Design lp805x_clksel_div, sky130hd; sources not shown.
Fig. 1: run 1, logic cells by family
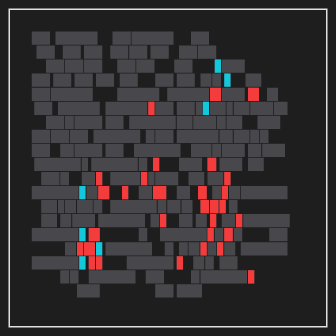
[red] NAND gates | cells: 30
[cyan] inverters | cells: 7
Finished Layout Cells: 215
multi-input gate share of the layout cell area: 0.487
highest-count logic cell in the final layout: clkdlybuf4s50_1

Fig. 2: run 1, supply network
Pins as bars on the die edge.
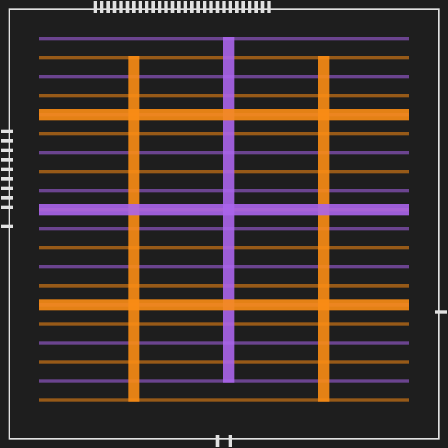
[orange] VSS
[purple] VDD
signal pins: 41
rows: 19
IR drop worst, VDD: 0.217 mV
core area: 2730 um^2

Fig. 3: run 1, clock wiring as the flow saved it
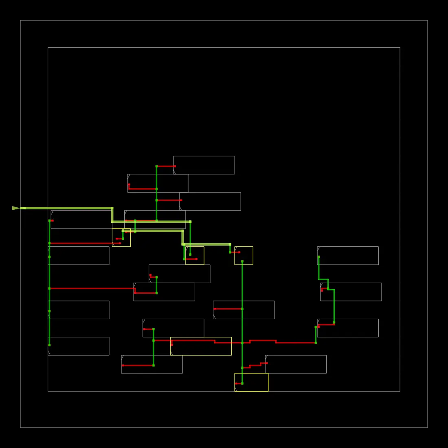
sequential cells: 18
clock buffer instance count of the final layout: 4
clk pwr: 0.0000467 W
clock network latency to the later pin of the worst-skew pair: 0.29 ns

Fig. 4: run 1, sequential cells grouped by signal name
Other sequential cells in the stronger gray, the rest of the logic in the fainter gray.
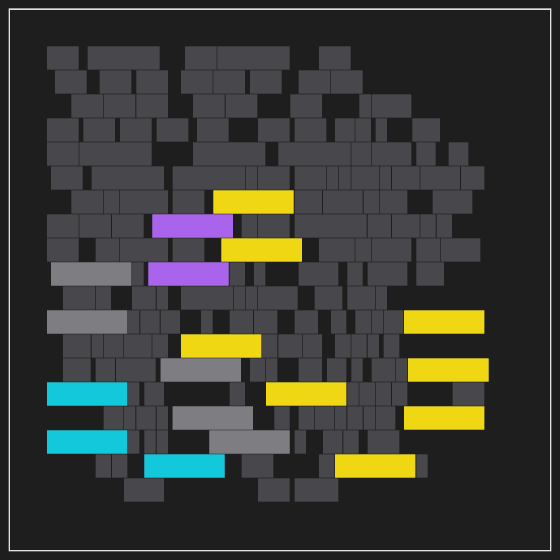
[yellow] u_cnt.cnt | placed flops: 8
[cyan] gap_cnt | placed flops: 3
[purple] cur_sel_o | placed flops: 2
sequential-cell power consumption: 0.000156 W
storage element area: 450 um^2
final core utilization: 0.679
register share of the cell area: 0.243

==> run notes <==
On the backend side, the flow ran end to end.

The flow ran to the end, and the final reports show no timing, DRC or antenna violations. On the final layout, the worst hold slack is 0.520 ns. The largest individual stage delay along the critical path comes from the cell mux4_2. Per the final timing report, the hold violations number 0.

The via count of the first global-routing pass is 1,296. Looking at the setup timing report, the critical path kind is in -> reg. By count the netlist is led by 19 x nand2_1, 18 x dfrtp_1, 12 x a21oi_1, 12 x ha_1, 8 x mux4_2. Per STA, the library cell used most along the worst path is ha_1.

The number of vias after detailed routing stands at between 1,000 and 1,500. The summed instance area of the synthesized netlist stands at ~1400 um^2. The synthesized-area fraction occupied by xor and xnor cells stands at 0.0495. Once detail routing completed, the nets flagged for antenna violations numbered 0.

Looking at the max-slew report, the worst-margin pin has a slew of 1.14 ns. The count of clock tree sinks stands at 18. After filler insertion, the fill cell instance count of the layout stands at 202.

The final total negative setup slack stands at 0 ns. The number of antenna violations at the first check in global routing came to 0. TritonCTS built the clock tree. In this run the number of H-tree levels came out at 1. Looking at the cell usage after synthesis, the top flip-flop cell is dfrtp_1.

The total of endpoints with negative setup slack in the final report stands at 0. The clock period could shrink to 5.31 ns. The global routing report lists combined usage of all routing layers as 0.196.

The report lists the number of standard-cell rows as 19. The number of cells on the critical path stands at 13. On the critical path the largest part of the delay comes from AND-OR/OR-AND gates. Synthesis inferred 18 register bits. The first global-routing pass estimated 5610 um of wire. The cell count after placement stands at 211. The number of buffer and inverter instances along the worst setup path stands at 2. The synthesized netlist was found by Yosys to have approximately 150 cells. For reference, the top logic cell family by area is simple AND/OR/NAND/NOR gates. In the post-synthesis netlist, the cell with the most instances is nand2_1. The first detailed-routing pass took 4 iterations.

The synthesis report lists the most area-consuming cells as dfrtp_1 32%, mux4_2 13%, ha_1 11%. The final weighted congestion recorded by global placement is 0.781. For this run, the post-layout net count is 233. For this run the detailed placement stage logged an HPWL of 2840 um. Data arrives at the worst endpoint at 5.50 ns. Of the available clock period, the critical path in the final layout requires 0.547. The share of synthesized area spent on multiplexers stands at 0.149. The number of cells on the worst hold path is listed as 1.

After synthesis, the share of flip-flops with an asynchronous set or reset is 1.00. For this run, the number of Yosys warnings is 0. In this run, the synthesized area fraction spent on AND-OR/OR-AND gates is recorded as 0.130. The die is 61.2 um tall.

The clock tree skew after final layout stands at 0.00305 ns. The register-to-register setup slack stands at 5.60 ns. The synthesized design spends more area on one cell type than any other, namely dfrtp_1. The achievable frequency stands at between 150 and 200 MHz. The number of standard cells after synthesis stands at 147. The critical path goes through clkdlybuf4s50_1 -> mux4_2 -> inv_1 -> ha_1 -> or3b_1 -> nor3_1 -> xnor2_1 -> ha_1 -> a21o_1 -> a21oi_1 -> o31a_1 -> a21oi_4 -> mux2_4. STA classifies the critical path startpoint as a primary input. CTS reports a maximum clock tree buffer depth of 2.

The maximum number of pins on one net before global-route repair stands at 19. The script logs the ratio of routed vias to standard cells as 5.79. The worst setup path is captured at a flip-flop. The area growth from synthesis to layout stands at 31.2%.

The critical path endpoint has a required time of about 9.9 ns. The area share of the largest cell type after synthesis stands at 0.318. STA lists the maximum fanout along the critical path as 13. The CTS buffer count stands at 3. Setup repair after global routing left no endpoint under its margin.

Counting pins that exceed their max-slew limit in the final report gives 0. Of the total synthesized cell area, the portion taken by full adders, half adders and majority gates is 0.106. The detailed-route wire length per cell stands at 16.0 um. Of the synthesized area, sequential elements account for 0.318. The port buffer count stands at roughly 40. The synthesized net count stands at 195. The total cell area reported by yosys after synthesis stands at 1420 um^2. The post-synth count of flops with an enable pin is 0.

The power per standard cell area stands at 267 nW/um^2. STA shows the worst reg2reg path with a cell count of 12. The number of antenna diodes in the final layout is 0.

The tool warning count for the run is 27. In this run, the synthesized area fraction spent on and/or/nand/nor cells is recorded as 0.205. The number of I/O pins stands at 41. The floorplan step defined a die boundary enclosing 3750 um^2. The critical path's largest stage delay stands at roughly 0.48 ns.

The worst slew margin relative to its limit stands at 0.239. The number of flip-flops in the largest register stands at 8.
==> run 1: through the flow <==
step / cell area, um^2 / setup slack (ns) / utilization
floorplan: 1420 / 4.86 / -
global placement: 1820 / 4.18 / 0.666
detailed placement: 1820 / 4.08 / 0.666
CTS: 1860 / 4.39 / 0.679
global route: 1860 / 4.14 / 0.679
finish: 1860 / 4.39 / 0.679
==> run 1: layout by cell type, fill, tap and decap left out, types with 3 or more instances in the layout <==
| master | synthesis | layout |
|---|---|---|
| dfrtp_1 | 18 | 18 |
| nor2_1 | 5 | 5 |
| mux4_2 | 8 | 8 |
| ha_1 | 12 | 12 |
| nand2b_1 | 5 | 5 |
| nand2_1 | 19 | 19 |
| o21ai_0 | 5 | 5 |
| nor2b_1 | 3 | 3 |
| inv_1 | 7 | 7 |
| clkbuf_4 | 0 | 3 |
| xnor2_1 | 7 | 7 |
| nand3_1 | 5 | 5 |
| a21oi_1 | 12 | 12 |
| nor3_1 | 7 | 7 |
| clkdlybuf4s50_1 | 0 | 40 |
| a31oi_1 | 3 | 3 |
==> run 1: cell type report <==
cell class	instances	share of cell area
Clock buffer	4	0.0195
Inverter	7	0.0142
Multi-Input combinational cell	115	0.487
Sequential cell	18	0.243
Tap cell	31	0.0209
Timing Repair Buffer	40	0.216
==> run 1: per-layer routing <==
layer | global-route usage | routed length (um) | vias to the layer above
li1 | - | - | 610
met1 | 0.247 | 1450 | 605
met2 | 0.355 | 1860 | 28
met3 | 0.0377 | 111 | 2
met4 | 0.0279 | 14 | 0
met5 | 0 | 0 | -
==> run 1: power by group <==
part | internal (W) | switching [W]
clock network | 0.0000229 | 0.0000238
registers | 0.000106 | 0.0000491
logic | 0.000160 | 0.000134
total | 0.000289 | 0.000207
Power and IR drop assume default switching activity.
